==> src/rtl/common.sv <==
// Shared definitions for the CPU control path: sequencer state encoding,
// address-source select values and ALU operation codes.
package common_pkg;

    typedef enum logic [2:0] {
        ST_FETCH  = 3'd0,
        ST_DECODE = 3'd1,
        ST_EXEC   = 3'd2,
        ST_COMMIT = 3'd3,
        ST_HALT   = 3'd4
    } seq_state_t;

    localparam logic ADDR_IP  = 1'b0;
    localparam logic ADDR_ALU = 1'b1;

    typedef enum logic [3:0] {
        ALU_ADD    = 4'd0,
        ALU_SUB    = 4'd1,
        ALU_AND    = 4'd2,
        ALU_OR     = 4'd3,
        ALU_XOR    = 4'd4,
        ALU_NOT    = 4'd5,
        ALU_SHL    = 4'd6,
        ALU_SHR    = 4'd7,
        ALU_PASS_A = 4'd8,
        ALU_PASS_B = 4'd9
    } alu_sel_t;

    // A data access happens only when exactly one direction is requested.
    function automatic logic is_mem_op(input logic rd, input logic wr);
        return rd ^ wr;
    endfunction

endpackage

==> src/rtl/cpu_sequencer.sv <==
// Instruction sequencer: fetch / decode / execute / commit with memory
// wait handling, bus-error timeout, halt control and gated commit strobes.
module cpu_sequencer #(
    parameter int TIMEOUT = 255
) (
    input  logic clk,
    input  logic rst,
    input  logic halt_req,
    input  logic mem_ready,
    input  logic rd_mem,
    input  logic wr_mem,
    input  logic byt,
    input  logic load_stk,
    input  logic load_fp,
    input  logic load_ip,
    input  logic push,
    input  logic pop,
    input  logic cpush,
    input  logic cpop,
    input  logic wr_stk1,
    output logic mem_req,
    output logic mem_we,
    output logic mem_byt,
    output logic addr_sel,
    output logic load_insn,
    output logic ip_inc,
    output logic stk_we,
    output logic fp_we,
    output logic ip_we,
    output logic stk_push,
    output logic stk_pop,
    output logic cstk_push,
    output logic cstk_pop,
    output logic stk1_we,
    output logic halted,
    output logic bus_err,
    output logic illegal
);
    import common_pkg::*;

    localparam int CNT_W = $clog2(TIMEOUT + 1);

    seq_state_t       state_reg;
    logic             run_reg;
    logic [CNT_W-1:0] wait_cnt_reg;
    logic             bus_err_reg;
    logic             illegal_reg;

    logic mem_op;
    logic rw_both;
    logic commit_en;
    logic waiting;
    logic wait_expired;

    always_comb begin
        mem_op       = is_mem_op(rd_mem, wr_mem);
        rw_both      = rd_mem & wr_mem;
        // run_reg keeps the request low until the first edge after reset.
        mem_req      = run_reg && ((state_reg == ST_FETCH) ||
                                   (state_reg == ST_EXEC && mem_op));
        mem_we       = mem_req && (state_reg == ST_EXEC) && wr_mem;
        mem_byt      = mem_req && (state_reg == ST_EXEC) && byt;
        addr_sel     = (mem_req && state_reg == ST_EXEC) ? ADDR_ALU : ADDR_IP;
        load_insn    = mem_req && (state_reg == ST_FETCH) && mem_ready;
        ip_inc       = load_insn;
        waiting      = mem_req && !mem_ready;
        wait_expired = waiting && (wait_cnt_reg == CNT_W'(TIMEOUT - 1));

        commit_en = (state_reg == ST_COMMIT) ||
                    (state_reg == ST_EXEC && !rd_mem && !wr_mem);
        stk_we    = commit_en && load_stk;
        fp_we     = commit_en && load_fp;
        ip_we     = commit_en && load_ip;
        stk_push  = commit_en && push;
        stk_pop   = commit_en && pop;
        cstk_push = commit_en && cpush;
        cstk_pop  = commit_en && cpop;
        stk1_we   = commit_en && wr_stk1;

        halted  = (state_reg == ST_HALT);
        bus_err = bus_err_reg;
        illegal = illegal_reg;
    end

    always_ff @(posedge clk or posedge rst) begin
        if (rst) begin
            state_reg    <= ST_FETCH;
            run_reg      <= 1'b0;
            wait_cnt_reg <= '0;
            bus_err_reg  <= 1'b0;
            illegal_reg  <= 1'b0;
        end else begin
            run_reg <= 1'b1;
            // Counter only survives consecutive wait cycles, so every new request starts at zero.
            if (waiting && !wait_expired)
                wait_cnt_reg <= wait_cnt_reg + CNT_W'(1);
            else
                wait_cnt_reg <= '0;

            if (wait_expired) begin
                bus_err_reg <= 1'b1;
                state_reg   <= ST_HALT;
            end else begin
                case (state_reg)
                    ST_FETCH: begin
                        if (load_insn)
                            state_reg <= ST_DECODE;
                    end
                    ST_DECODE: state_reg <= ST_EXEC;
                    ST_EXEC: begin
                        if (rw_both) begin
                            illegal_reg <= 1'b1;
                            state_reg   <= halt_req ? ST_HALT : ST_FETCH;
                        end else if (mem_op) begin
                            if (mem_ready)
                                state_reg <= ST_COMMIT;
                        end else begin
                            state_reg <= halt_req ? ST_HALT : ST_FETCH;
                        end
                    end
                    ST_COMMIT: state_reg <= halt_req ? ST_HALT : ST_FETCH;
                    ST_HALT: begin
                        if (!halt_req && !bus_err_reg)
                            state_reg <= ST_FETCH;
                    end
                    default: state_reg <= ST_FETCH;
                endcase
            end
        end
    end

endmodule

==> config.mk <==
export PLATFORM = sky130hd
export DESIGN_NAME = cpu_sequencer
export DESIGN_NICKNAME = d
export VERILOG_FILES = /design/src/rtl/common.sv /design/src/rtl/cpu_sequencer.sv
export SDC_FILE = /design/constraint.sdc
export NUM_CORES = 1
export LEC_CHECK = 0
export CORE_UTILIZATION = 40
export CTS_BUF_LIST = sky130_fd_sc_hd__clkbuf_4 sky130_fd_sc_hd__clkbuf_8
export CTS_CLUSTER_DIAMETER = 30
export DETAILED_ROUTE_END_ITERATION = 10
export GPL_TIMING_DRIVEN = 0
export PLACE_DENSITY = 0.84
export RECOVER_POWER = 100
export SLEW_MARGIN = 20
export SYNTH_ARGS = -nofsm -noshare
export SYNTH_HDL_FRONTEND = slang
export SYNTH_SLANG_ARGS = --single-unit
==> constraint.sdc <==
create_clock -name clk -period 1.6 [get_ports clk]
set_input_delay 0.24 -clock clk [delete_from_list [all_inputs] [get_ports clk]]
set_output_delay 0.24 -clock clk [all_outputs]
set_load 0.03 [all_outputs]
==> results.sh, run 1 <==
# flow metrics
export IMPL_status="finished, violations left"
export IMPL_violations="setup timing"
export IMPL_async_flop_share_pct=100
export IMPL_period_needed_ns=1.98
export IMPL_fp_util_pct=42.7
export IMPL_first_global_vias=870
export IMPL_relSlewSlack_pct=65.6
export IMPL_yosys_cells=88
export IMPL_r2r_cells=6
export IMPL_rsz0062_at_grt="yes"
export IMPL_grt_met3_usage_pct=7.55
export IMPL_rr_startpoint="state_reg[0]"
export IMPL_ys_flop_type="dfrtp_1"
export IMPL_htree_levels=1
export IMPL_pwr_density_cell_nw_per_um2=1040
export IMPL_antenna_cells=0
export IMPL_cts_root_buffer="clkbuf_4"
export IMPL_holdBufCountCts=0
export IMPL_setup_viol=27
export IMPL_dr_pass1_iters=5
export IMPL_tritoncts="done"
export IMPL_leakage_uw=0.000683
export IMPL_grtUsageMet2_pct=40.3
export IMPL_yosys_warnings=0
export IMPL_dp_cells=146
export IMPL_tool_warnings=30
export IMPL_numCtsBuffers=3
export IMPL_regToRegEndpoint="wait_cnt_reg[3]"
export IMPL_postRouteAntennaNets=0
export IMPL_fin_ws_ns=-0.375
[run 1: layout make-up]
type                    instances  area [µm²]
plain buffers                   2        22.5
clock buffers                   4        36.3
fillers                       129         454
inverters                       4        15.0
multi-input cells              66         617
flip-flops and latches         14         353
well taps                      27        33.8
repair buffers                 49         450
[run 1: power breakdown]
group | switching [µW] | internal, µW
clock | 131 | 139
sequential | 41.9 | 397
combinational | 438 | 445
[run 1: placed cells by master (no fill, tap or decap), types with 3 or more instances in the layout]
cell type	instances
nand2_1	4
nand3_1	3
clkbuf_4	4
and2_4	10
clkdlybuf4s50_1	11
nor3_4	5
inv_1	4
buf_4	17
dfrtp_1	12
buf_6	16
Figure 1. Clock nets (run 1).
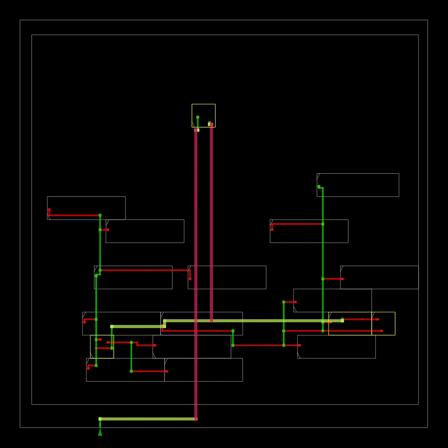
FFs & Latches: 14
clkbuf count: 4

Figure 2. Cells colored by class (run 1).
Fill, decap, tap and diode cells in gray.
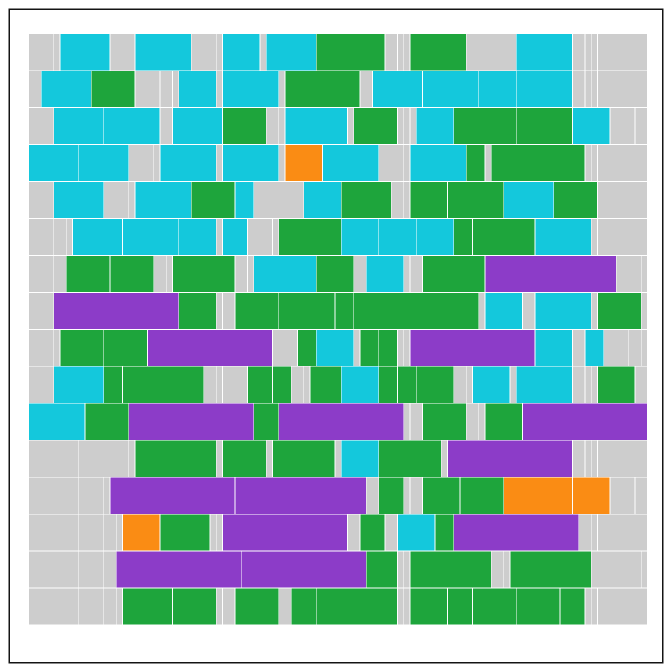
cyan -> remaining buffers and delay cells  # cells 51, share of their area 32%
green -> remaining logic cells  # cells 70, share of their area 42%
orange -> clock drivers and dummy loads  # cells 4, share of their area 2.4%
purple -> sequential cells  # cells 14, share of their area 24%
post-layout util: 77.1%
std cell rows: 16
CORE AREA: 1980 µm²
Design Area, Final: 1530 µm²

Figure 3. Signal wires on met1 (run 1).
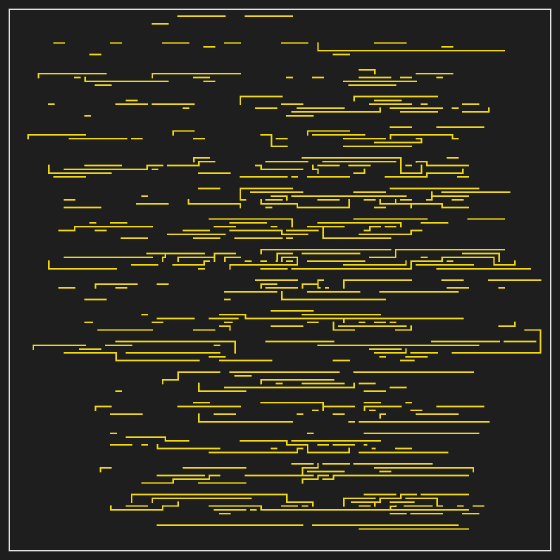
nets with wire on the layer = 152
wire length on this layer = 1210 µm
main direction = horizontal
Total Wirelength: 3.07 mm
Vias: 903
met1 global-route usage: 28.2%

Figure 4. Wire density map (run 1).
Bar = 10 µm. The die is cut into 10 by 10 equal tiles; dark blue is low, red is high, scaled to the fullest tile. Values are wire area over tile area, all layers added.
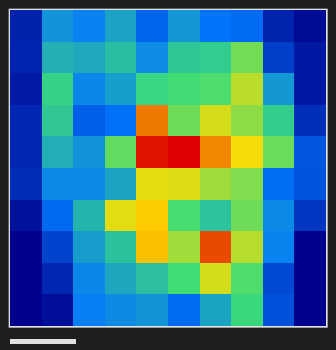

==> run 2, diff against run 1 <==
--- a/config.mk
+++ b/config.mk
@@ -10,9 +10,10 @@
 export CTS_CLUSTER_DIAMETER = 30
 export DETAILED_ROUTE_END_ITERATION = 10
 export GPL_TIMING_DRIVEN = 0
+export MAX_ROUTING_LAYER = met4
 export PLACE_DENSITY = 0.84
 export RECOVER_POWER = 100
-export SLEW_MARGIN = 20
+export SLEW_MARGIN = 25
 export SYNTH_ARGS = -nofsm -noshare
 export SYNTH_HDL_FRONTEND = slang
 export SYNTH_SLANG_ARGS = --single-unit
Figure 5. Wire density map (run 2).
Bar = 10 µm. The die is cut into 10 by 10 equal tiles; dark blue is low, red is high, scaled to the fullest tile. Values are wire area over tile area, all layers added.
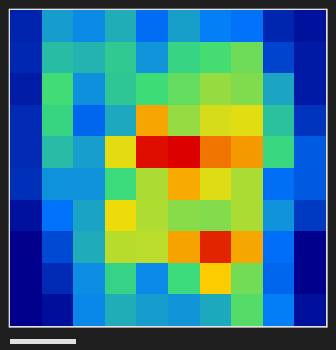
tiles over half the peak = 33%
emptiest ninth of the die = south-west
mean over tiles = 0.21
fullest tile = 0.53
nearly empty tiles = 5.0%
densest ninth of the die = center
Avg WL per Cell: 18.5 µm
Vias: 900

==> results.sh, run 2 <==
# flow metrics
export IMPL_status="finished, violations left"
export IMPL_violations="setup timing"
export IMPL_first_global_vias=870
export IMPL_mostFrequentLayoutCells="buf_4, buf_6, dfrtp_1, clkdlybuf4s50_1, and2_4"
export IMPL_tritoncts="done"
export IMPL_yosys_cells=88
export IMPL_tool_warnings=30
export IMPL_postRouteAntennaNets=0
export IMPL_yosys_warnings=0
export IMPL_setup_viol=27
export IMPL_holdBufCountCts=0
export IMPL_dp_cells=146
export IMPL_grtUsageMet2_pct=40.3
export IMPL_rows=16
export IMPL_p_comb_uw=882
export IMPL_p_int_uw=980
export IMPL_p_clk_uw=272
export IMPL_ys_flop_type="dfrtp_1"
export IMPL_period_needed_ns=1.98
export IMPL_async_flop_share_pct=100
export IMPL_fin_ws_ns=-0.376
export IMPL_pwr_density_cell_nw_per_um2=1040
export IMPL_fp_util_pct=42.7
export IMPL_postLayoutCoreUtil_pct=77.1
export IMPL_fin_area_um2=1530
export IMPL_numCtsBuffers=3
export IMPL_pwr_share_comb_pct=55.4
export IMPL_power_group_top="combinational logic"
export IMPL_cts_root_buffer="clkbuf_4"
export IMPL_seq_power_share_pct=27.6
export IMPL_antenna_cells=0
export IMPL_htree_levels=1
export IMPL_layout_top_cell="buf_4"
export IMPL_rsz0062_at_grt="yes"
export IMPL_r2r_cells=6
export IMPL_regToRegEndpoint="wait_cnt_reg[3]"
export IMPL_powerSeq_uw=440
export IMPL_ys_area_um2=846
export IMPL_p_switching_uw=613
Figure 6. Signal wires on met1 (run 2).
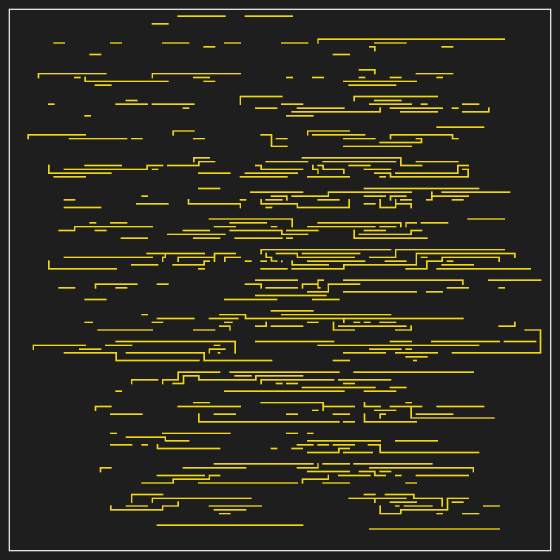
wire length on this layer = 1190 µm
share of all routed wire = 39%
Total Wirelength: 3.08 mm
met1 global-route usage: 27.9%

-- run 2: cell counts after synthesis --
No cell type changed its count.
-- run 2: logic make-up (layout without fill, tap and decap cells) --
group	count (synthesis)	in the layout	synth area share [%]
compound gates	19	19	16.4
xor+xnor	3	3	3.11
fa+ha+maj	3	3	4.44
buf+inv	8	59	5.03
flops	14	14	41.4
mux	1	1	1.33
other cells	1	1	0.443
simple gates	39	39	27.8
-- run 2: cell type report --
cell class                      count  area, µm²  area share (%)
Inverter                            4       15.0           0.983
Clock buffer                        4       36.3            2.38
Timing Repair Buffer               49        450            29.5
Buffer                              2       22.5            1.47
Tap cell                           27       33.8            2.21
Multi-Input combinational cell     66        617            40.4
Sequential cell                    14        353            23.1
Power figures rest on the tool's default switching activity, not on a simulated workload.
